$ cat config.mk
export PLATFORM = sky130hd
export DESIGN_NAME = systolic_seq_ctrl
export DESIGN_NICKNAME = d
export VERILOG_FILES = /design/src/rtl/systolic_seq_ctrl.sv
export SDC_FILE = /design/constraint.sdc
export NUM_CORES = 1
export LEC_CHECK = 0
export ABC_AREA = 0
export CORE_MARGIN = 4
export CORE_UTILIZATION = 41
export CTS_BUF_LIST = sky130_fd_sc_hd__clkbuf_2
export DETAILED_ROUTE_END_ITERATION = 16
export GPL_TIMING_DRIVEN = 0
export PLACE_DENSITY = 0.8
export SLEW_MARGIN = 20
export SYNTH_ARGS = -nofsm -noshare
export SYNTH_HDL_FRONTEND = slang
export SYNTH_SLANG_ARGS = --single-unit
$ cat constraint.sdc
create_clock -name clk -period 2.4 [get_ports clk]
set_clock_uncertainty 0.05 [all_clocks]
set_input_delay 0.36 -clock clk [delete_from_list [all_inputs] [get_ports clk]]
set_output_delay 0.36 -clock clk [all_outputs]
set_load 0.03 [all_outputs]
$ cat src/rtl/systolic_seq_ctrl.sv
// Operand sequencer for an (N+1)-cell MAC chain: clear, feed k_len pairs with bubbles on stall, drain, pulse done.
// Optional SEQ_CTRL_PERF_EN adds stall_cnt and job_cycles performance counters.
module systolic_seq_ctrl #(
   parameter int N          = 2,
   parameter int DATA_WIDTH = 32,
   parameter int KW         = 8
) (
   input  logic                  clk,
   input  logic                  rst,
   input  logic                  start,
   input  logic [KW-1:0]         k_len,
   input  logic                  src_valid,
   output logic                  src_ready,
   input  logic [DATA_WIDTH-1:0] src_a,
   input  logic [DATA_WIDTH-1:0] src_b,
   output logic                  mac_clr,
   output logic [DATA_WIDTH-1:0] a_out,
   output logic [DATA_WIDTH-1:0] b_out,
   output logic                  busy,
   output logic                  done
`ifdef SEQ_CTRL_PERF_EN
   ,
   output logic [31:0]           stall_cnt,
   output logic [31:0]           job_cycles
`endif
);

   // state  | meaning
   // IDLE   | waiting for start
   // CLEAR  | one cycle of mac_clr
   // FEED   | accepting operand pairs, bubbles on stall
   // DRAIN  | N+2 cycles of zeros while the chain settles
   // DONE   | one-cycle done pulse
   typedef enum logic [2:0] {S_IDLE, S_CLEAR, S_FEED, S_DRAIN, S_DONE} state_t;

   localparam int DRW = $clog2(N + 2) + 1;

   state_t                state_q, state_d;
   logic [KW-1:0]         beat_q, beat_d;
   logic [DRW-1:0]        drain_q, drain_d;
   logic [DATA_WIDTH-1:0] a_q, a_d, b_q, b_d;
   logic                  accept;

   always_ff @(posedge clk) begin
      if (rst) begin
         state_q <= S_IDLE;
         beat_q  <= '0;
         drain_q <= '0;
         a_q     <= '0;
         b_q     <= '0;
      end else begin
         state_q <= state_d;
         beat_q  <= beat_d;
         drain_q <= drain_d;
         a_q     <= a_d;
         b_q     <= b_d;
      end
   end

   assign accept = src_ready & src_valid;

   always_comb begin
      state_d = state_q;
      beat_d  = beat_q;
      drain_d = drain_q;
      a_d     = '0;
      b_d     = '0;
      case (state_q)
         S_IDLE: begin
            if (start) begin
               beat_d  = k_len;
               state_d = S_CLEAR;
            end
         end
         S_CLEAR: begin
            if (beat_q != '0) begin
               state_d = S_FEED;
            end else begin
               state_d = S_DRAIN;
               drain_d = DRW'(N + 1);
            end
         end
         S_FEED: begin
            if (accept) begin
               a_d    = src_a;
               b_d    = src_b;
               beat_d = beat_q - KW'(1);
               // the cycle of the last accept already moves on to DRAIN
               if (beat_q == KW'(1)) begin
                  state_d = S_DRAIN;
                  drain_d = DRW'(N + 1);
               end
            end
         end
         S_DRAIN: begin
            if (drain_q == '0) state_d = S_DONE;
            else               drain_d = drain_q - DRW'(1);
         end
         S_DONE:  state_d = S_IDLE;
         default: state_d = S_IDLE;
      endcase
   end

   always_comb begin
      src_ready = (state_q == S_FEED) && (beat_q != '0);
      mac_clr   = (state_q == S_CLEAR);
      busy      = (state_q != S_IDLE);
      done      = (state_q == S_DONE);
      a_out     = a_q;
      b_out     = b_q;
   end

`ifdef SEQ_CTRL_PERF_EN
   logic [31:0] stall_q, stall_d, jobc_q, jobc_d;

   always_ff @(posedge clk) begin
      if (rst) begin
         stall_q <= '0;
         jobc_q  <= '0;
      end else begin
         stall_q <= stall_d;
         jobc_q  <= jobc_d;
      end
   end

   always_comb begin
      stall_d = stall_q;
      jobc_d  = jobc_q;
      if (state_q == S_IDLE && start) begin
         stall_d = '0;
         jobc_d  = '0;
      end else begin
         if (src_ready && !src_valid) stall_d = stall_q + 32'd1;
         if (busy)                    jobc_d  = jobc_q + 32'd1;
      end
   end

   assign stall_cnt  = stall_q;
   assign job_cycles = jobc_q;
`endif

endmodule

Figure 1. M1 wires.
The bar under the picture is 20 microns long. Supply wires on this layer in grey.
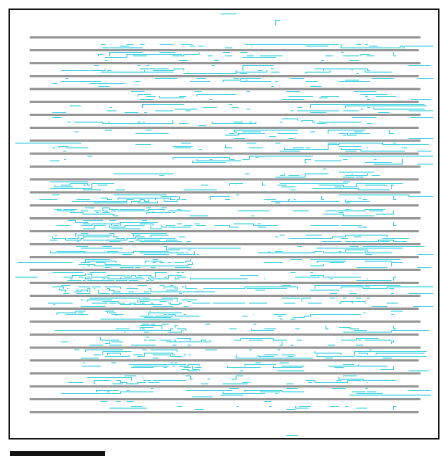
The layer carries 2,900 microns of wire. The layer holds 39% of the routed length. The longest straight run is 24.4 microns. The wires run mostly horizontal. 439 nets have wire on it.
vias: 2,309
overall routed net length: 7414 microns

==> out/results.tsv <==
stage	metric	value	unit
pwr	switching share of power	27.91	%
setup_path	CP Max Fanout	4	
place	placed cell area	4289	sq um
place	Routability Congestion	0.8630	
global_routing	Total GRT Usage	18.16	%
logic_synthesis	Synth cell types	49	
setup_path	FF-to-FF path depth	7	
hold_path	Hold Crit Start	src_a[15]	
pwr	Reg power frac	44.5	%
route	Pre-Repair DR Iteration Count	4	
logic_synthesis	number of synthesized flops with an enable pin	0	
clocking	hold_buf cts	0	
clocking	CTS H-tree lvls	3	
clocking	clock buffer count from CTS	9	
pwr	clock power share	32.1	%
logic_synthesis	synth warn	0	
job	Max Cap Viol	0	
pwr	Peak VDD IR	337.6	uV
setup_path	crit end category	flip-flop	
hold_path	Hold EP	a_out[15]$_SDFF_PP0_	
status	status	complete, no violations	
clocking	CTS sink count	78	
setup_path	r2r endpoint	drain_q[1]$_SDFFE_PP0P_	
job	tool warning count	28	
logic_synthesis	Mapped Nets	331	
clocking	CTS tree	yes	
global_routing	first-pass GRT wire length	11500	microns
clocking	Worst-path clk slew	0.24	ns
logic_synthesis	Synth Seq Share	56.55	%
route	per-cell routed wire length	15.22	microns
sta	hold slack	0.3035	ns
setup_path	r2r startpoint	drain_q[0]$_SDFFE_PP0P_	
sta	final worst slack	0.2138	ns
finish	diodes inserted	0	
place	Port-buffer cells	143	
pwr	total power	3.196	mW
finish	nets	486	
sta	worst slew pin tran	0.5584	ns
clocking	Latency at later pin	0.50	ns
hold_path	hold depth	2	
hold_path	Hold Path Class	input port to flip-flop	
global_routing	largest net degree at the start of global routing	15	
setup_path	Setup CP Type	flip-flop to flip-flop	
floorplan	die y size	90.07	microns
route	vias per cell	4.741	
sta	minimum clock period	2.186	ns
global_routing	vias in the first global route	2144	
logic_synthesis	Mapped Area	2761	sq um
floorplan	Rows	29	
setup_path	last element of the critical path	drain_q[1]$_SDFFE_PP0P_	
floorplan	DIE WIDTH	90.07	microns
floorplan	IO Pins	144	
finish	fraction of layout cells with a size suffix above 1	10.00	%
setup_path	r2r setup slk	0.21	ns
place	dpl ws	0.2378	ns
logic_synthesis	asr flop ratio synth	0	%
finish	Final Instance Area	4481	sq um
sta	RSZ-0062 raised after global routing	false	
clocking	CTS Root Cell	clkbuf_2	
sta	fmax	457.4	MHz
logic_synthesis	ys flop type	dfxtp_1	
finish	synthesis-to-finish area growth	62.26	%
sta	Fin. Hold Viols	0	
logic_synthesis	Post-Syn Area per Cell	11.05	sq um
clocking	CTS Buffer Depth	2	
pwr	Switching Power	892.0	uW
sta	endpoints failing setup	0	
logic_synthesis	Synth Register Bits	78	
pwr	Comb pwr share	23.3	%
pwr	power per cell area	713.3	nW/um^2
global_routing	initial antenna violation count	0	
route	residual DRC count	0	
sta	worst rel slew slack	62.71	%
setup_path	CP Data Required Time	2.77	ns
setup_path	CP startpoint	drain_q[0]$_SDFFE_PP0P_	
sta	final cycle utilization of the critical path	91.09	%
pwr	Pleak	1.765	nW
sta	Final Slew Violations	0	
floorplan	Core ar.	6459	sq um
setup_path	Critical Path AT	2.56	ns
global_routing	GRT overflow	0	
logic_synthesis	chip area in the Yosys report	2761	sq um
pwr	Power Internal	2.304	mW
finish	fillers	499	
route	first-iteration detailed-routing DRC count	63	
logic_synthesis	Mapped Cells	250	
place	Post-DP HPWL	5799	microns
route	Detail Route Antenna Nets	0	
floorplan	Die Area	8112	sq um
logic_synthesis	ys cells	250	
setup_path	Startpoint Class	flip-flop	
floorplan	floorplan utilization	42.75	%
Figure 2. The metal 2 layer.
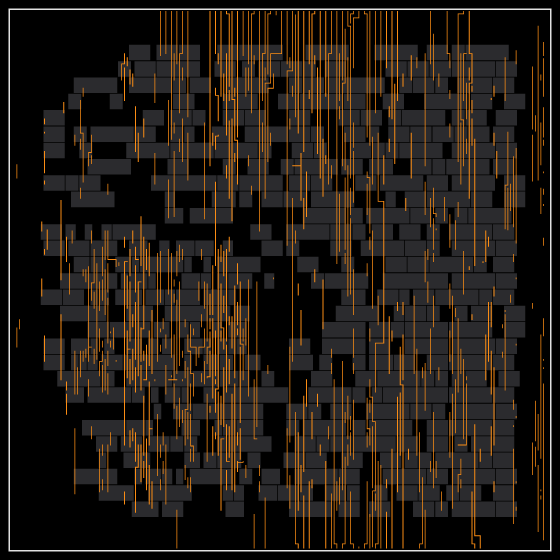
412 nets have wire on it. The wires run mostly vertical. The longest straight run is 42.0 microns. The layer holds 51% of the routed length. The layer carries 3,770 microns of wire.
met2 Track Usage GR: 31.36%

==> critical path, cell delays in order (launching register included) <==
cell	delay, ns
dfxtp_1	0.36
inv_1	0.06
ha_1	0.20
ha_1	0.22
and2_1	0.18
a211oi_1	0.51
nand3_2	0.20
o311a_1	0.35
==> flip-flops by register name, indices dropped and copies added (netlist names) <==
register,flops
a_out,32
b_out,32
beat_q,8
drain_q,3
state_q,3
==> cells by family (layout without fill, tap and decap cells) <==
family | count (synthesis) | in the layout | share of synthesized area [%]
muxes | 1 | 1 | 0.3625
and+or+nand+nor | 107 | 107 | 24.97
adders and majority gates | 5 | 5 | 2.266
AOI/OAI and AO/OA | 38 | 38 | 11.19
DFF | 78 | 78 | 56.55
buffers and inverters | 21 | 181 | 4.667
==> cell type report <==
class / count / area [sq um] / share of cell area, %
buffer: 10 / 87.58 / 1.955
clock buffer: 9 / 45.04 / 1.005
clock inverter: 7 / 145.1 / 3.239
inverter: 11 / 41.29 / 0.9215
multi-input combinational: 151 / 1071 / 23.90
sequential: 78 / 1564 / 34.91
tap: 77 / 96.34 / 2.150
timing repair buffer: 144 / 1430 / 31.92
==> metal layers <==
layer  routed length, microns  global-route usage, %  share of wire (%)
met3                      671                  6.427                9.1
met4                       77                  8.418                1.0
met1                     2896                  19.90                 39
met2                     3768                  31.36                 51
met5                        0                      0                  0
==> cell usage after synthesis, types with 2 or more instances <==
master | count | area share, %
nor2_1 | 5 | 0.68
o32ai_1 | 3 | 0.95
clkbuf_1 | 2 | 0.27
nor3b_1 | 2 | 0.54
a211oi_1 | 4 | 1.1
nor3_1 | 9 | 1.6
or4_1 | 3 | 0.82
buf_6 | 6 | 2.4
nand2_1 | 5 | 0.68
a221oi_1 | 3 | 0.95
or3_1 | 2 | 0.45
or3_4 | 2 | 0.82
nor2b_1 | 2 | 0.45
a21oi_1 | 5 | 0.91
dfxtp_1 | 78 | 57
ha_1 | 5 | 2.3
and2_1 | 67 | 15
inv_1 | 11 | 1.5
o21ai_0 | 5 | 0.91
o22a_1 | 2 | 0.63
==> power groups by stage <==
stage / Sequential (mW) / Clock, mW / Combinational, mW
finish: 1.42 / 1.03 / 0.745
global route: 1.44 / 1.11 / 0.811
CTS: 1.42 / 1.06 / 0.748
detailed placement: 1.45 / 0 / 0.741
global placement: 1.44 / 0 / 0.729
floorplan: 1.49 / 0 / 0.406
==> through the flow <==
stage / utilization, % / std cells
after detailed placement: 66.41 / 470
after floorplan: - / 250
after CTS: 69.45 / 487
after global routing: 69.37 / 487
after global placement: 66.41 / 470
final: 69.37 / 487
==> placed cells by master (no fill, tap or decap), drive strengths merged, types with 6 or more instances in the layout <==
cell type,Yosys,layout
and2,67,67
clkbuf,2,11
a21oi,6,6
buf,8,10
dfxtp,78,78
o21ai,6,6
clkdlybuf4s50,0,139
nor3,10,10
inv,11,12
==> repair_timing <==
action,CTS,global route
setup endpoints to repair,4,1
endpoints found under the hold margin,0,0
gates resized,7,3
setup buffers,1,0
Power figures rest on the tool's default switching activity, not on a simulated workload.
